Design hsv_core_issue_sched, sky130hd; sources not shown.
**Signal wires by layer**

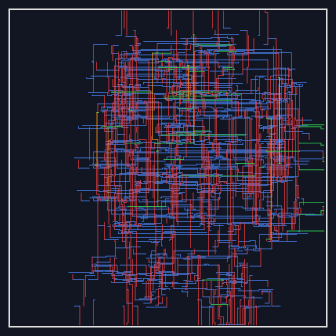
Key: orange = metal 4 [wire length 210 um]; red = metal 2 [wire length 4,420 um]; green = metal 3 [wire length 353 um]; blue = metal 1 [wire length 4,430 um]
Via Count: 2,854
WL final: 9.41 mm

**Clock wires, drivers and flops**

Scale bar: 20 um.
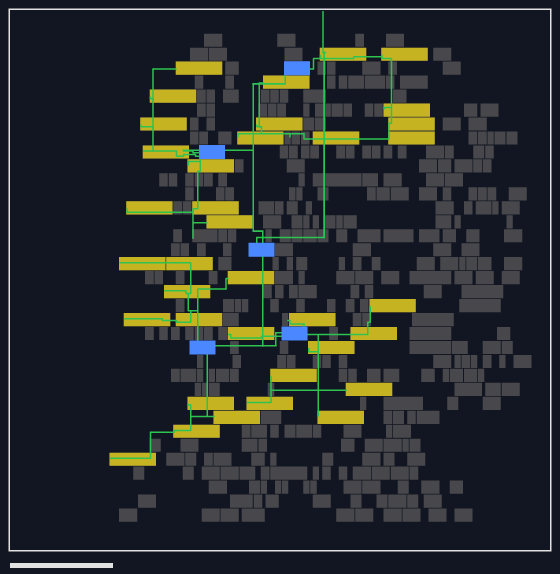
Key: yellow = flip-flops [count 36]; blue = clock drivers [count 5]; green = clock wires [length 519 um]
There are 6 routed clock nets.
P_clk: 162 uW
Clock Skew: 0.00424 ns

**Clock routing**

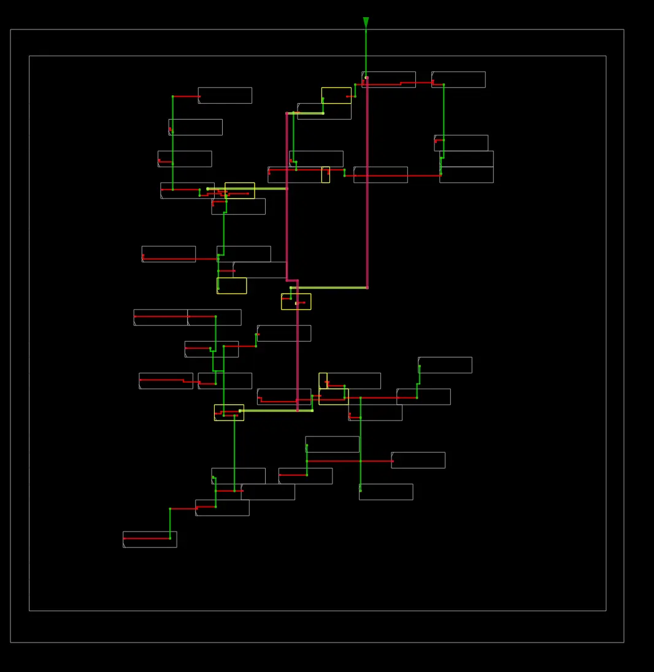
seq_cells: 36
Clock Sinks: 36
clock buf count: 8

**Logic cells by family**

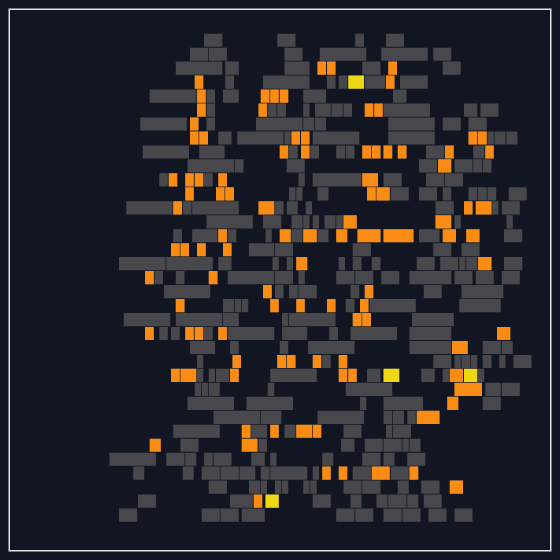
Key: yellow = AND-OR and OR-AND gates [cells 4]; orange = inverting AOI/OAI gates [cells 102]
fin cells: 507
most common logic cell in the routed design: clkdlybuf4s50_1

**Port wiring**

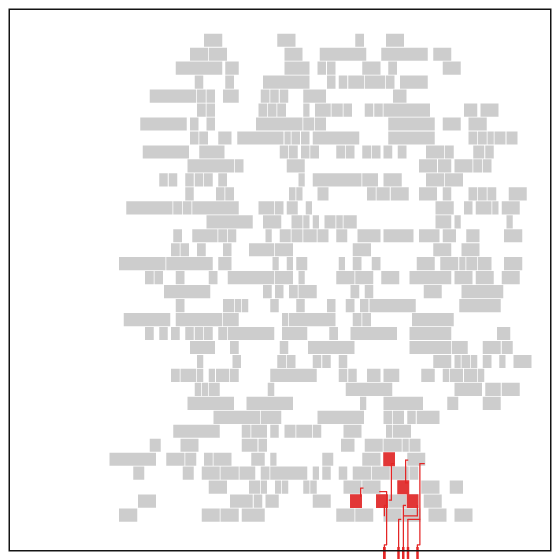
Key: red = unit_valid_o [direction output, edge south, end cells 5, buffers 5, wire 76.4 um]
IO Port Bufs: 46
io pins: 47

==> impl_metrics.json <==
{
  "status": "finished, final reports clean",
  "worstSkewPairLatency_ns": 0.29,
  "ir_worst_vdd_mv": 0.0622,
  "max_slew_margin_pct": 44.2,
  "rsz0062_at_grt": "false",
  "edf_count": 0,
  "syn_area_mm2": 0.00295,
  "cp_slowest_cell": "clkdlybuf4s50_1",
  "tns_ns": 0,
  "htreeDepth": 2,
  "grt-ovfl-total": 0,
  "grt_pass1_vias": 2775,
  "power.density_mw_per_mm2": 136,
  "async_reset_ff_share_pct": 100,
  "drt.antenna.violating_nets": 0,
  "min_path_cells": 2,
  "critPathCaptureType": "primary output",
  "gr-usage-met1_pct": 23.7,
  "synth.distinct_cells": 58,
  "yosysWarnings": 0,
  "postCtsSetupRepairBufs": 0,
  "diodes": 0,
  "warnings": 26,
  "drtIter0Drc": 198,
  "synth_nets": 386,
  "fin_crit_sh_pct": 87.1,
  "critPathLaunchType": "input pin",
  "grt_pass1_wl_mm": 14.9,
  "hp-class": "flip-flop to flip-flop",
  "drv_slew": 0,
  "cpMostUsedCell": "clkdlybuf4s50_1",
  "p_leak_uw": 0.00134,
  "core_area_mm2": 0.00942,
  "fin_crit_ns": 5.79,
  "worst-setup-path-type": "input pin to primary output",
  "grt_max_degree": 38,
  "crit_cells": 8,
  "reg2reg_depth": 13,
  "clock.fmax_mhz": 173,
  "clock-root-buffer": "clkbuf_8",
  "finalNetCount": 419,
  "yosysSeqAreaShare_pct": 30.5,
  "synth_area_per_cell_um2": 8.58,
  "die_w_um": 105,
  "grt_usage_pct": 16.9,
  "drc": 0,
  "viasPerCell": 5.63,
  "detail_route.first_pass.iterations": 4,
  "cts_resized": 0,
  "postCtsHoldBufs": 0,
  "ys_area_mm2": 0.00295,
  "fill_cells": 954,
  "fin_hold_ws_ns": 0.599,
  "area_growth_pct": 20.9,
  "required_ns": 5.32,
  "flop_cell": "dfrtp_1",
  "layout_top_cells": "clkdlybuf4s50_1 (45), nand3_1 (42), a21oi_1 (40)",
  "yosysCellCount": 344,
  "std_cell_rows": 35,
  "cts_tree": "yes"
}
==> logic make-up after synthesis <==
logic type	Yosys count	synth area share, %
compound gates	106	21.9
mux	42	17.6
simple gates	121	22.3
buf+inv	35	5.81
flops	36	30.5
xor+xnor	1	0.297
fa+ha+maj	3	1.53
==> worst reg2reg max path, stage by stage, from the launching register on <==
cell       delay, ns
dfrtp_1         0.45
mux4_1          0.52
o2bb2ai_1       0.13
o211ai_1        0.19
a41oi_2         0.22
nor3_1          0.51
buf_4           0.25
nand2b_1        0.11
ha_1            0.29
a21o_1          0.17
a21oi_1         0.28
nor4bb_1        0.33
mux2i_1         0.13
a31oi_1         0.17
==> final cells by class <==
class,instances,area [um^2],share of cell area [%]
clock buffer,8,90.1,2.53
tap,129,161,4.53
timing repair buffer,50,485,13.6
sequential,36,901,25.3
multi-input combinational,273,1890,52.9
inverter,11,41.3,1.16
==> metal layers <==
| layer | wire length (um) | vias up |
|---|---|---|
| met1 | 4430 | 1404 |
| met5 | 0 | - |
| met4 | 209 | 0 |
| li1 | - | 1349 |
| met3 | 352 | 16 |
| met2 | 4420 | 85 |
==> metrics by stage <==
stage / setup WS, ns / utilization, % / std cells / total power [uW] / area [um^2]
4_1_cts: 0.820 / 37.9 / 507 / 491 / 3570
6_report: 0.855 / 37.9 / 507 / 487 / 3570
3_5_place_dp: 0.841 / 36.9 / 499 / 328 / 3480
5_1_grt: 0.666 / 37.9 / 507 / 507 / 3570
3_3_place_gp: 0.950 / 36.9 / 499 / 328 / 3480
2_1_floorplan: 2.23 / - / 344 / 282 / 2950
==> power by group <==
group,switching [uW],internal [uW]
combinational,57.9,45.5
clock,77.9,84.5
sequential,0.981,220
total,137,350
==> Yosys cell counts, types with 2 or more instances <==
master      n  share of area [%]
nand3_1    42                7.1
a21oi_1    40                6.8
dfrtp_1    36                 31
o21ai_0    34                5.8
mux2i_1    31                 11
nor2_1     21                2.7
inv_1      10                1.3
clkbuf_1    9                1.1
nand2_1     9                1.1
nand2b_1    9                1.9
and2_1      8                1.7
buf_2       8                1.4
a22oi_1     7                1.8
mux4_2      6                4.6
nor2b_1     6                1.3
nor3_1      6                1.0
nand3b_1    5                1.3
a2bb2oi_1   3               0.89
buf_6       3                1.1
o22ai_1     3               0.64
a31oi_1     2               0.42
buf_1       2               0.25
buf_4       2               0.51
ha_1        2               0.85
mux2_2      2               0.76
o211ai_1    2               0.51
o2bb2ai_1   2               0.59
o31ai_2     2               0.85
or2_2       2               0.42
or3b_2      2               0.59
Power and IR drop assume default switching activity.
